**src/rtl/fp16_divider_iter.sv**
```systemverilog
// fp16_divider_iter
//   Iterative IEEE-754 binary16 divider, out = a / b, round-to-nearest-even.
//   It holds one operation at a time. A restoring divider produces one quotient
//   bit per cycle. Specials use the multiplier's encodings: the canonical NaN is
//   16'h7e00, infinity is {s,15'h7c00} and zero is {s,15'h0}.
//   Latency from the accept edge to out_valid is 2 cycles for specials and
//   17 cycles otherwise.
//
// Ports
//   clk        in   1   rising-edge clock
//   rst        in   1   asynchronous reset, active-high
//   in_valid   in   1   a/b valid
//   in_ready   out  1   high only while idle
//   a, b       in   16  dividend / divisor (fp16)
//   out_valid  out  1   result valid, held until out_ready
//   out_ready  in   1   consumer accepts result
//   out        out  16  quotient (fp16)
//   flags      out  5   {invalid,divzero,overflow,underflow,inexact}
//                       present only when FP16_DIV_FLAGS_EN is defined
//
// Configuration macro: FP16_DIV_FLAGS_EN (adds the registered flags port).
module fp16_divider_iter (
  input  logic        clk,
  input  logic        rst,
  input  logic        in_valid,
  output logic        in_ready,
  input  logic [15:0] a,
  input  logic [15:0] b,
  output logic        out_valid,
  input  logic        out_ready,
  output logic [15:0] out
`ifdef FP16_DIV_FLAGS_EN
  ,
  output logic [4:0]  flags
`endif
);

  // Quotient bits: 11 mantissa + guard + round + 1 normalisation bit.
  // The rounding bit positions below assume this width.
  localparam int          QBITS = 14;
  localparam logic [15:0] QNAN  = 16'h7e00;

  typedef enum logic [2:0] {S_IDLE, S_PREP, S_DIVIDE, S_ROUND, S_DONE} state_t;

  state_t            r_state, w_next;
  logic [15:0]       r_a, r_b, r_out;
  logic              r_sign;
  logic signed [7:0] r_exp;
  logic [11:0]       r_rem;
  logic [10:0]       r_mb;
  logic [13:0]       r_q;
  logic [3:0]        r_cnt;
`ifdef FP16_DIV_FLAGS_EN
  logic [4:0]        r_flags, w_spc_flags, w_rnd_flags;
`endif

  // Leading-zero count of an 11-bit significand. A zero input never reaches
  // this path.
  function automatic logic [3:0] lead_zeros(input logic [10:0] m);
    logic [3:0] n;
    logic       found;
    n     = 4'd0;
    found = 1'b0;
    for (int i = 10; i >= 0; i--) begin
      if (!found) begin
        if (m[i]) found = 1'b1;
        else      n = n + 4'd1;
      end
    end
    return n;
  endfunction

  // ---------------- operand decode (valid in PREP) ----------------
  logic              w_a_zero, w_a_inf, w_a_nan, w_b_zero, w_b_inf, w_b_nan, w_sign;
  logic [10:0]       w_ma_raw, w_mb_raw, w_ma, w_mb;
  logic [3:0]        w_lza, w_lzb;
  logic [7:0]        w_ea_base, w_eb_base;
  logic signed [7:0] w_ea, w_eb, w_e;

  assign w_sign   = r_a[15] ^ r_b[15];
  assign w_a_zero = (r_a[14:0] == 15'd0);
  assign w_b_zero = (r_b[14:0] == 15'd0);
  assign w_a_inf  = (r_a[14:10] == 5'h1f) && (r_a[9:0] == 10'd0);
  assign w_b_inf  = (r_b[14:10] == 5'h1f) && (r_b[9:0] == 10'd0);
  assign w_a_nan  = (r_a[14:10] == 5'h1f) && (r_a[9:0] != 10'd0);
  assign w_b_nan  = (r_b[14:10] == 5'h1f) && (r_b[9:0] != 10'd0);

  // Subnormals are normalised to bit10=1 and get exponent 1-lz.
  assign w_ma_raw  = {r_a[14:10] != 5'd0, r_a[9:0]};
  assign w_mb_raw  = {r_b[14:10] != 5'd0, r_b[9:0]};
  assign w_lza     = lead_zeros(w_ma_raw);
  assign w_lzb     = lead_zeros(w_mb_raw);
  assign w_ma      = w_ma_raw << w_lza;
  assign w_mb      = w_mb_raw << w_lzb;
  assign w_ea_base = (r_a[14:10] == 5'd0) ? 8'd1 : {3'b000, r_a[14:10]};
  assign w_eb_base = (r_b[14:10] == 5'd0) ? 8'd1 : {3'b000, r_b[14:10]};
  assign w_ea      = w_ea_base - {4'b0000, w_lza};
  assign w_eb      = w_eb_base - {4'b0000, w_lzb};
  assign w_e       = w_ea - w_eb + 8'sd15;

  logic        w_special;
  logic [15:0] w_spc_out;

  // NOTE: every variable written in a combinational block gets a default
  // first, so no path leaves it unassigned and no latch is inferred.
  always_comb begin
    w_special = 1'b1;
    w_spc_out = QNAN;
`ifdef FP16_DIV_FLAGS_EN
    w_spc_flags = 5'b00000;
`endif
    if (w_a_nan || w_b_nan || (w_a_zero && w_b_zero) || (w_a_inf && w_b_inf)) begin
      w_spc_out = QNAN;
`ifdef FP16_DIV_FLAGS_EN
      w_spc_flags = 5'b10000;
`endif
    end else if (w_a_inf || w_b_zero) begin
      w_spc_out = {w_sign, 15'h7c00};
`ifdef FP16_DIV_FLAGS_EN
      if (!w_a_inf) w_spc_flags = 5'b01000;
`endif
    end else if (w_a_zero || w_b_inf) begin
      w_spc_out = {w_sign, 15'h0000};
    end else begin
      w_special = 1'b0;
    end
  end

  // ---------------- restoring divide step ----------------
  logic        w_ge;
  logic [11:0] w_rem_sub;
  assign w_ge      = (r_rem >= {1'b0, r_mb});
  assign w_rem_sub = w_ge ? (r_rem - {1'b0, r_mb}) : r_rem;

  // ---------------- normalise, denormalise, round ----------------
  logic [15:0] w_rnd_out;
  always_comb begin
    logic [13:0]       q_n, q_s, lost_mask;
    logic signed [7:0] e_n;
    logic [7:0]        sh;
    logic [4:0]        sh_c;
    logic              g, rb, st, up, ovf, tiny;
    logic [14:0]       mag;
    q_n  = r_q[13] ? r_q : {r_q[12:0], 1'b0};
    e_n  = r_q[13] ? r_exp : (r_exp - 8'sd1);
    tiny = (e_n <= 8'sd0);
    sh   = 8'sd1 - e_n;
    // Results below the normal range are shifted right by 1-e before rounding.
    // This rounds only once. Shifts of 15 or more leave nothing but sticky.
    if (!tiny)             sh_c = 5'd0;
    else if (sh < 8'd15)   sh_c = sh[4:0];
    else                   sh_c = 5'd15;
    q_s       = q_n >> sh_c;
    lost_mask = ~(14'h3fff << sh_c);
    g   = q_s[2];
    rb  = q_s[1];
    st  = q_s[0] | (|(q_n & lost_mask)) | (r_rem != 12'd0);
    up  = g & (rb | st | q_s[3]);
    // A mantissa carry ripples into the exponent field. A subnormal that rounds
    // up to 0x400 therefore becomes the minimum normal (exp=1).
    if (tiny) mag = {5'd0, q_s[12:3]} + {14'd0, up};
    else      mag = {e_n[4:0], q_s[12:3]} + {14'd0, up};
    ovf = !tiny && ((e_n >= 8'sd31) || (mag[14:10] == 5'h1f));
    w_rnd_out = ovf ? {r_sign, 15'h7c00} : {r_sign, mag};
`ifdef FP16_DIV_FLAGS_EN
    w_rnd_flags = {2'b00, ovf, tiny & (g | rb | st), g | rb | st | ovf};
`endif
  end

  // ---------------- control FSM ----------------
  always_comb begin
    w_next = r_state;
    case (r_state)
      S_IDLE:   if (in_valid) w_next = S_PREP;
      S_PREP:   w_next = w_special ? S_DONE : S_DIVIDE;
      S_DIVIDE: if (r_cnt == 4'(QBITS - 1)) w_next = S_ROUND;
      S_ROUND:  w_next = S_DONE;
      S_DONE:   if (out_ready) w_next = S_IDLE;
      default:  w_next = S_IDLE;
    endcase
  end

  // NOTE: state is updated with non-blocking assignments. Every register
  // then samples values from before the edge, whatever the block order.
  always_ff @(posedge clk or posedge rst) begin
    if (rst) r_state <= S_IDLE;
    else     r_state <= w_next;
  end

  always_ff @(posedge clk or posedge rst) begin
    if (rst) begin
      r_a    <= 16'd0;
      r_b    <= 16'd0;
      r_out  <= 16'd0;
      r_sign <= 1'b0;
      r_exp  <= 8'sd0;
      r_rem  <= 12'd0;
      r_mb   <= 11'd0;
      r_q    <= 14'd0;
      r_cnt  <= 4'd0;
`ifdef FP16_DIV_FLAGS_EN
      r_flags <= 5'd0;
`endif
    end else begin
      case (r_state)
        S_IDLE: if (in_valid) begin
          r_a <= a;
          r_b <= b;
`ifdef FP16_DIV_FLAGS_EN
          r_flags <= 5'd0;
`endif
        end
        S_PREP: begin
          if (w_special) begin
            r_out <= w_spc_out;
`ifdef FP16_DIV_FLAGS_EN
            r_flags <= w_spc_flags;
`endif
          end else begin
            r_sign <= w_sign;
            r_exp  <= w_e;
            r_rem  <= {1'b0, w_ma};
            r_mb   <= w_mb;
            r_q    <= 14'd0;
            r_cnt  <= 4'd0;
          end
        end
        S_DIVIDE: begin
          r_rem <= w_rem_sub << 1;
          r_q   <= {r_q[12:0], w_ge};
          r_cnt <= r_cnt + 4'd1;
        end
        S_ROUND: begin
          r_out <= w_rnd_out;
`ifdef FP16_DIV_FLAGS_EN
          r_flags <= w_rnd_flags;
`endif
        end
        default: ;
      endcase
    end
  end

  assign in_ready  = (r_state == S_IDLE);
  assign out_valid = (r_state == S_DONE);
  assign out       = r_out;
`ifdef FP16_DIV_FLAGS_EN
  assign flags     = r_flags;
`endif

endmodule

```
**config.mk**
```make
export PLATFORM = sky130hd
export DESIGN_NAME = fp16_divider_iter
export DESIGN_NICKNAME = d
export VERILOG_FILES = /design/src/rtl/fp16_divider_iter.sv
export SDC_FILE = /design/constraint.sdc
export NUM_CORES = 1
export LEC_CHECK = 0
export CORE_MARGIN = 1.5
export CORE_UTILIZATION = 51
export CTS_CLUSTER_SIZE = 12
export DETAILED_ROUTE_END_ITERATION = 10
export PLACE_DENSITY_LB_ADDON = 0.15
export SLEW_MARGIN = 25
export SYNTH_ARGS = -nofsm -noshare
export SYNTH_HDL_FRONTEND = slang
export SYNTH_SLANG_ARGS = --single-unit
```
**constraint.sdc**
```tcl
create_clock -name clk -period 9.85 [get_ports clk]
set_input_delay 0.985 -clock clk [delete_from_list [all_inputs] [get_ports clk]]
set_output_delay 0.985 -clock clk [all_outputs]
set_load 0.03 [all_outputs]
```
### PDN straps and rails, run 1

Pins as bars on the die edge.
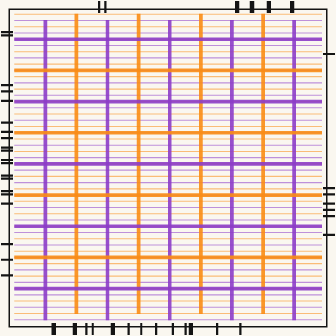
[VSS] purple
[VDD] orange
signal pins: 54
met4 straps: 9
rows: 49
met5 straps: 9
met1 rails: 50

### Cell classes on the final placement, run 1

Bar = 50 um.
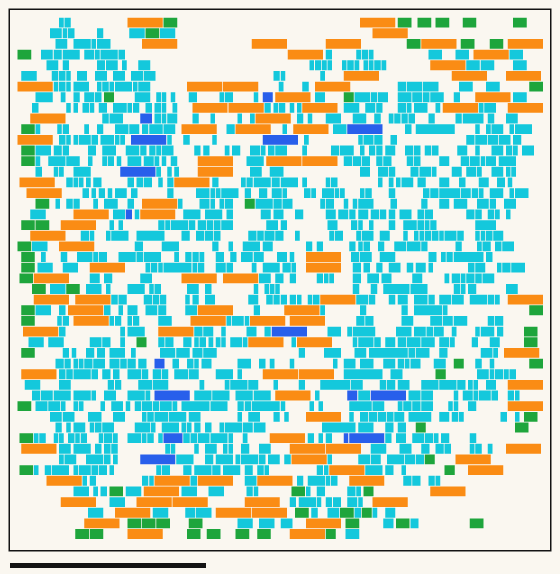
[remaining buffers and delay cells] green | cells: 65 | share of their area: 6.2%
[registers] orange | cells: 101 | share of their area: 25%
[remaining logic cells] cyan | cells: 983 | share of their area: 66%
[clock drivers and dummy loads] blue | cells: 16 | share of their area: 2.8%
core area: 17,900 um^2
fin util: 0.5712

==> flow_summary.toml, run 1 <==
# synthesis and place-and-route metrics
[synth]
edf_count = 0
top_logic_kind = "AND-OR/OR-AND gates"
ys_warn_count = 0
synth_area_per_cell_um2 = 8.130
mappedNetlistArea_um2 = 9276
top_area_frac = 0.2725
yosys_area_um2 = 9276
synthMuxAreaShare = 0.08066
syn-num-nets = 1232
yosysTopAreaCell = "dfrtp_1"
synth-simple-area-share = 0.2197
ys_sh_aoi = 0.2343
synth_cell_types = 95
synthXorXnorAreaFrac = 0.06231
synth_top_cell_by_count = "nand2_1"

[clocking]
numCtsBuffers = 9
cts.sinks = 101
cts_setup_buffers = 0
clk_pin_slew_ps = 70
cts_resized = 0
htreeDepth = 3

[grt]
grt_pass1_vias = 8284
grt_start_max_net_pins = 59
met1_usage = 0.3471
grt_util_met3 = 0.04094
globalRoute.busiestLayer = "met2"
globalRouteTotalUtil = 0.2733
overflow = 0
antenna_found_initial = 0

[final_layout]
nFillCells = 1655
clkCellAreaFrac = 0.02728
antenna_cells = 0
nets = 1251
biggestCellCategory = "logic gates"
comb_share = 0.6131
fin_cells = 1394
flop_area_um2 = 2527
layout_top_cell = "nand2_1"
drive_gt1_frac = 0.09270
buffer_area_frac = 0.06069
nNonClkInverters = 64
syn_to_final_growth_pct = 10.24

[setup_path]
critPathLaunchType = "flop"
regToRegEndpoint = "r_exp[7]"
r2r_setup_slack_ps = 1540
crit_cells = 31
reg2reg_from = "r_a[11]"
path_max_fanout = 11
crit_top_cell = "ha_1"
end_kind = "flop"
crit_buf_inv = 2
critPathKind = "flop to flop"
cp.required_ps = 10140
endpoint = "r_exp[7]"
critPathArrivalTime_ps = 8590
crit_path_start = "r_a[11]"

[timing]
fmax_mhz = 120.4
hold_viol_final = 0
fin_crit_sh = 0.8434
maxSlewViolCount = 0
tightest_slew_ps = 938.0
slew_headroom = 0.3568
hold_slack_ps = 480.3
rsz0062_at_grt = "false"
fin_crit_ps = 8308

[routing]
wl_um = 24650
top_layer_used = "met4"
wl_met1_um = 10940
wl_met2_um = 11870
drcViolationCount = 0
dr.pass1.iters = 8
wl_met3_um = 1069
drtAntennaViolNets = 0

[worst_hold_path]
min_to = "r_mb[8]"
holdCritStartpoint = "r_mb[8]"

[placed_design]
dp_hpwl_um = 18810
dp.cells = 1378
portBuffers = 53

[power_and_ir_drop]
power.leakage_uw = 0.004245
switching_share = 0.5361
cellPowerDensity_nw_per_um2 = 391.9
p_comb_frac = 0.701
irDropWorstVdd_uv = 200.1

[job]
warnings = 29
cap_viol_max_count = 0

[status]
status = "finished clean"

[floorplan]
die_x_um = 137.9
die_area_um2 = 19010
### Clock distribution, run 1

Bar = 50 um.
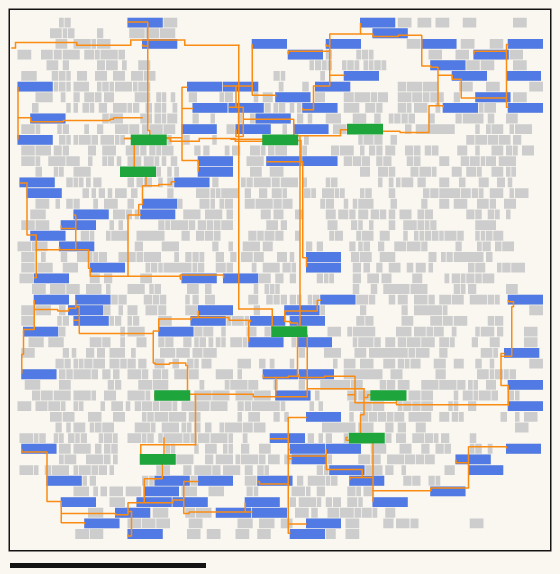
[clock-net drivers] green | count: 9
[flip-flops] blue | count: 101
[clock wires] orange | length: 1,500 um
routed clock nets: 10
flops lie: all over the die
Max Clock Skew: 9.945 ps
clock network fraction of total power: 0.086
Clk. pwr: 345 uW
Late-Pin Clk Latency: 360 ps

### Routed metal, one colour a layer, run 1

Two of the layers only.
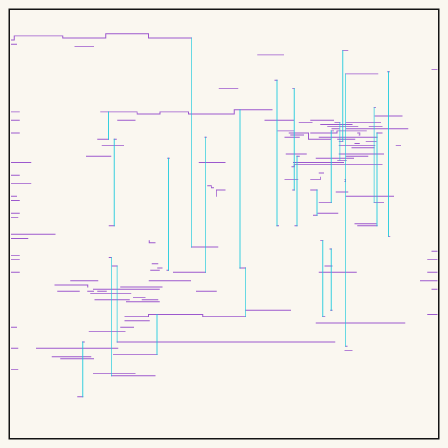
[M3] purple | wire length: 1,070 um
[M4] cyan | wire length: 764 um

[run 1: power by group through the flow]
stage / sequential [uW] / clock (uW) / combinational, uW
floorplan: 780 / 0 / 2200
global placement: 853 / 0 / 2750
detailed placement: 858 / 0 / 2760
CTS: 851 / 354 / 2780
global route: 892 / 365 / 3120
finish: 852 / 345 / 2810
[run 1: metrics by stage]
step | util | setup WS, ps | total power [uW] | cell area, um^2
floorplan | - | 2445 | 2977 | 9276
global placement | 0.5553 | 2003 | 3598 | 9941
detailed placement | 0.5553 | 1669 | 3622 | 9941
CTS | 0.5709 | 1631 | 3985 | 10220
global route | 0.5712 | 943.0 | 4374 | 10230
finish | 0.5712 | 1542 | 4007 | 10230
==> run 2, diff against run 1 <==
- clock period: 9.85 -> 7 ns (I/O delays scaled with it)
==> flow_summary.toml, run 2 <==
# synthesis and place-and-route metrics
[status]
status = "finished clean"

[clocking]
numCtsBuffers = 9
cts_resized = 2
htreeDepth = 3
clk_pin_slew_ps = 80
cts.sinks = 101
insertion_delay_ps = 370

[floorplan]
die_area_um2 = 19010
core_area_um2 = 17900

[timing]
hold_slack_ps = 484.5
slew_headroom = 0.3751
hold_viol_final = 0
finClkSkew_ps = 15.94
fin_crit_sh = 0.9688
tightest_slew_ps = 911.3

[power_and_ir_drop]
total_power_uw = 6135
irDropWorstVdd_uv = 295.9

[final_layout]
antenna_cells = 0
nFillCells = 1642
biggestCellCategory = "logic gates"
fin_cells = 1442
nets = 1299
drive_gt1_frac = 0.1542
syn_to_final_growth_pct = 16.12
nNonClkInverters = 64
buffer_area_frac = 0.09107
flop_area_um2 = 2527

[job]
cap_viol_max_count = 0
warnings = 30

[setup_path]
critPathLaunchType = "flop"
cp.required_ps = 7280
crit_path_start = "r_a[14]"
critPathKind = "flop to flop"
crit_top_cell = "ha_1"

[placed_design]
portBuffers = 53
dp_hpwl_um = 19930
dp.cells = 1411
dpl_worst_slack_ps = -135.2

[routing]
wl_met2_um = 12870
drcViolationCount = 0
drtAntennaViolNets = 0
wl_um = 25950
top_layer_used = "met4"

[synth]
mappedNetlistArea_um2 = 9276
synth_top_cell_by_count = "nand2_1"
ys_warn_count = 0
yosysTopAreaCell = "dfrtp_1"
synthXorXnorAreaFrac = 0.06231
top_area_frac = 0.2725
synth_cell_types = 95
yosys_area_um2 = 9276
syn-num-nets = 1232
ys_sh_aoi = 0.2343

[worst_hold_path]
holdCritStartpoint = "out[15]"

[grt]
globalRouteTotalUtil = 0.2799
grt_start_max_net_pins = 63
run 2: cell count changes in the layout (fill, tap and decap cells not counted), sizes merged:
cell      delta
bufinv       +1
clkbuf       -1
buf         +48
clkinv       -1
inv          +4
clkinvlp     -3
run 2: final timing paths:
check	slack, ps	cells past startpoint	end
min reg2reg	480	2	out[15]
min	480	2	out[15]
max reg2reg	220	35	r_exp[7]
max	220	35	r_exp[7]
min in group asynchronous	720	2	out[12]
max in group asynchronous	5080	3	r_rem[6]
run 2: report_power, final:
part / internal, uW / switching (uW) / total (uW)
clock network: 290 / 248 / 538
registers: 843 / 353 / 1200
logic: 1800 / 2600 / 4400
total: 2930 / 3200 / 6140
run 2: metal layers:
layer	vias to the layer above	track usage
li1	4296	-
met1	4232	0.3556
met2	237	0.4923
met3	54	0.02522
met4	0	0.1065
met5	-	0
### PDN straps and rails, run 2

Pins as bars on the die edge.
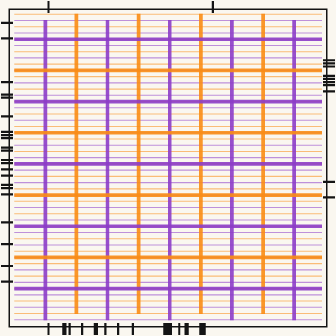
[VDD] orange
[VSS] purple
met1 rails: 50
met4 straps: 9

### Clock distribution, run 2

Bar = 50 um.
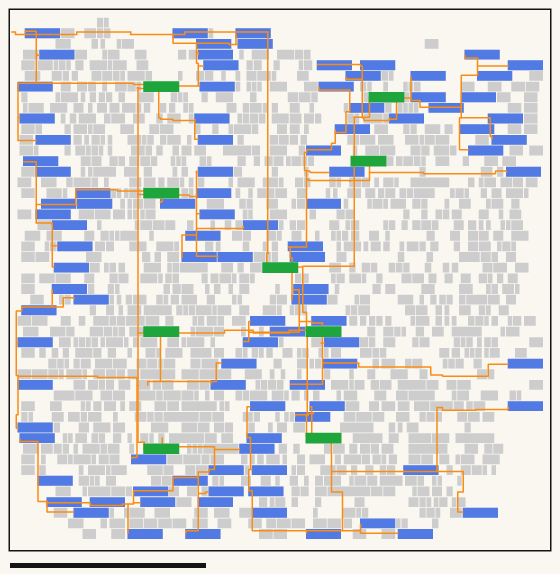
[flip-flops] blue | count: 101
[clock-net drivers] green | count: 9
[clock wires] orange | length: 1,550 um
flops lie: all over the die
routed clock nets: 10

==> run 3, diff against run 2 <==
- CELL_PAD_IN_SITES_DETAIL_PLACEMENT: default -> 0
- CELL_PAD_IN_SITES_GLOBAL_PLACEMENT: default -> 1
- CORE_UTILIZATION: 51 -> 42
==> flow_summary.toml, run 3 <==
# synthesis and place-and-route metrics
[placed_design]
dpl_worst_slack_ps = -144.9
dp.cells = 1461

[synth]
top_area_frac = 0.2725
synthXorXnorAreaFrac = 0.06231
synth-simple-area-share = 0.2197
top_logic_kind = "AND-OR/OR-AND gates"
ys_warn_count = 0
yosysTopAreaCell = "dfrtp_1"
edf_count = 0
mappedNetlistArea_um2 = 9276
synth_area_per_cell_um2 = 8.130
ys_sh_aoi = 0.2343
synthMuxAreaShare = 0.08066

[timing]
fin_crit_ps = 6816
slew_headroom = 0.4112
hold_viol_final = 0
fmax_mhz = 146.7
fin_crit_sh = 0.9737

[job]
warnings = 30
cap_viol_max_count = 0

[routing]
drcViolationCount = 0
dr.pass1.iters = 5
wl_met3_um = 1099
top_layer_used = "met4"

[power_and_ir_drop]
p_seq_uw = 1190
p_int_uw = 3018
maxPowerGroup = "combinational cells"
switching_share = 0.5181
cellPowerDensity_nw_per_um2 = 573.8
powerComb_uw = 4500
total_power_uw = 6261

[setup_path]
critPathArrivalTime_ps = 7090
end_kind = "flop"
crit_top_cell = "ha_4"

[final_layout]
biggestCellCategory = "logic gates"
nets = 1295
design_area_um2 = 10910
nNonClkInverters = 64
drive_gt1_frac = 0.1613
antenna_cells = 0
fin_util = 0.5016

[floorplan]
die_area_um2 = 22990
core_area_um2 = 21760

[clocking]
numCtsBuffers = 9
insertion_delay_ps = 360

[grt]
grt_pass1_vias = 8465
globalRoute.busiestLayer = "met2"
grt_start_max_net_pins = 60
overflow = 0
met1_usage = 0.3104

[status]
status = "finished clean"
==> run 3: repair_timing <==
| action | CTS | global route |
|---|---|---|
| gates cloned | 0 | 0 |
| hold endpoints to repair | 0 | 0 |
| pin swaps | 2 | 42 |
| buffers inserted | 0 | 12 |
| hold buffers | 0 | 0 |
| endpoints found under the setup margin | 1 | 4 |
| gates resized | 3 | 46 |
==> run 3: path summary, 6_finish.rpt <==
check	from	to	slack [ps]	cells past startpoint
max in group asynchronous	rst	out[6]	5050	3
min in group asynchronous	rst	r_a[8]	760	2
hold / removal	r_mb[0]	r_mb[0]	490	2
setup / recovery	r_a[11]	r_exp[7]	180	32
hold reg to reg	r_mb[0]	r_mb[0]	490	2
setup reg to reg	r_a[11]	r_exp[7]	180	32
### Routed metal, one colour a layer, run 3

Two of the layers only.
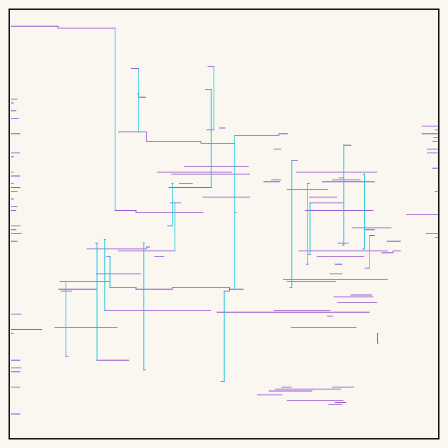
[M4] cyan | wire length: 577 um
[M3] purple | wire length: 1,100 um
final wirelength: 27,350 um
wire per inst: 18.37 um
Vias: 8,605
Global Route Usage Sum: 0.2461

### Clock nets, run 3

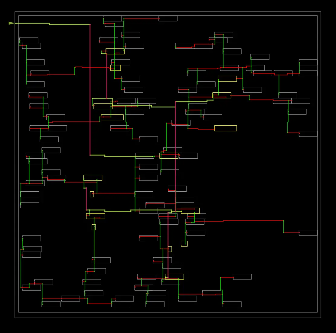
clk sinks: 101
Flops: 101
Max Clock Skew: 6.607 ps
clock tree buffer count of the final layout: 10
Clk. pwr: 564 uW

Power is estimated from default activity; no workload was simulated.
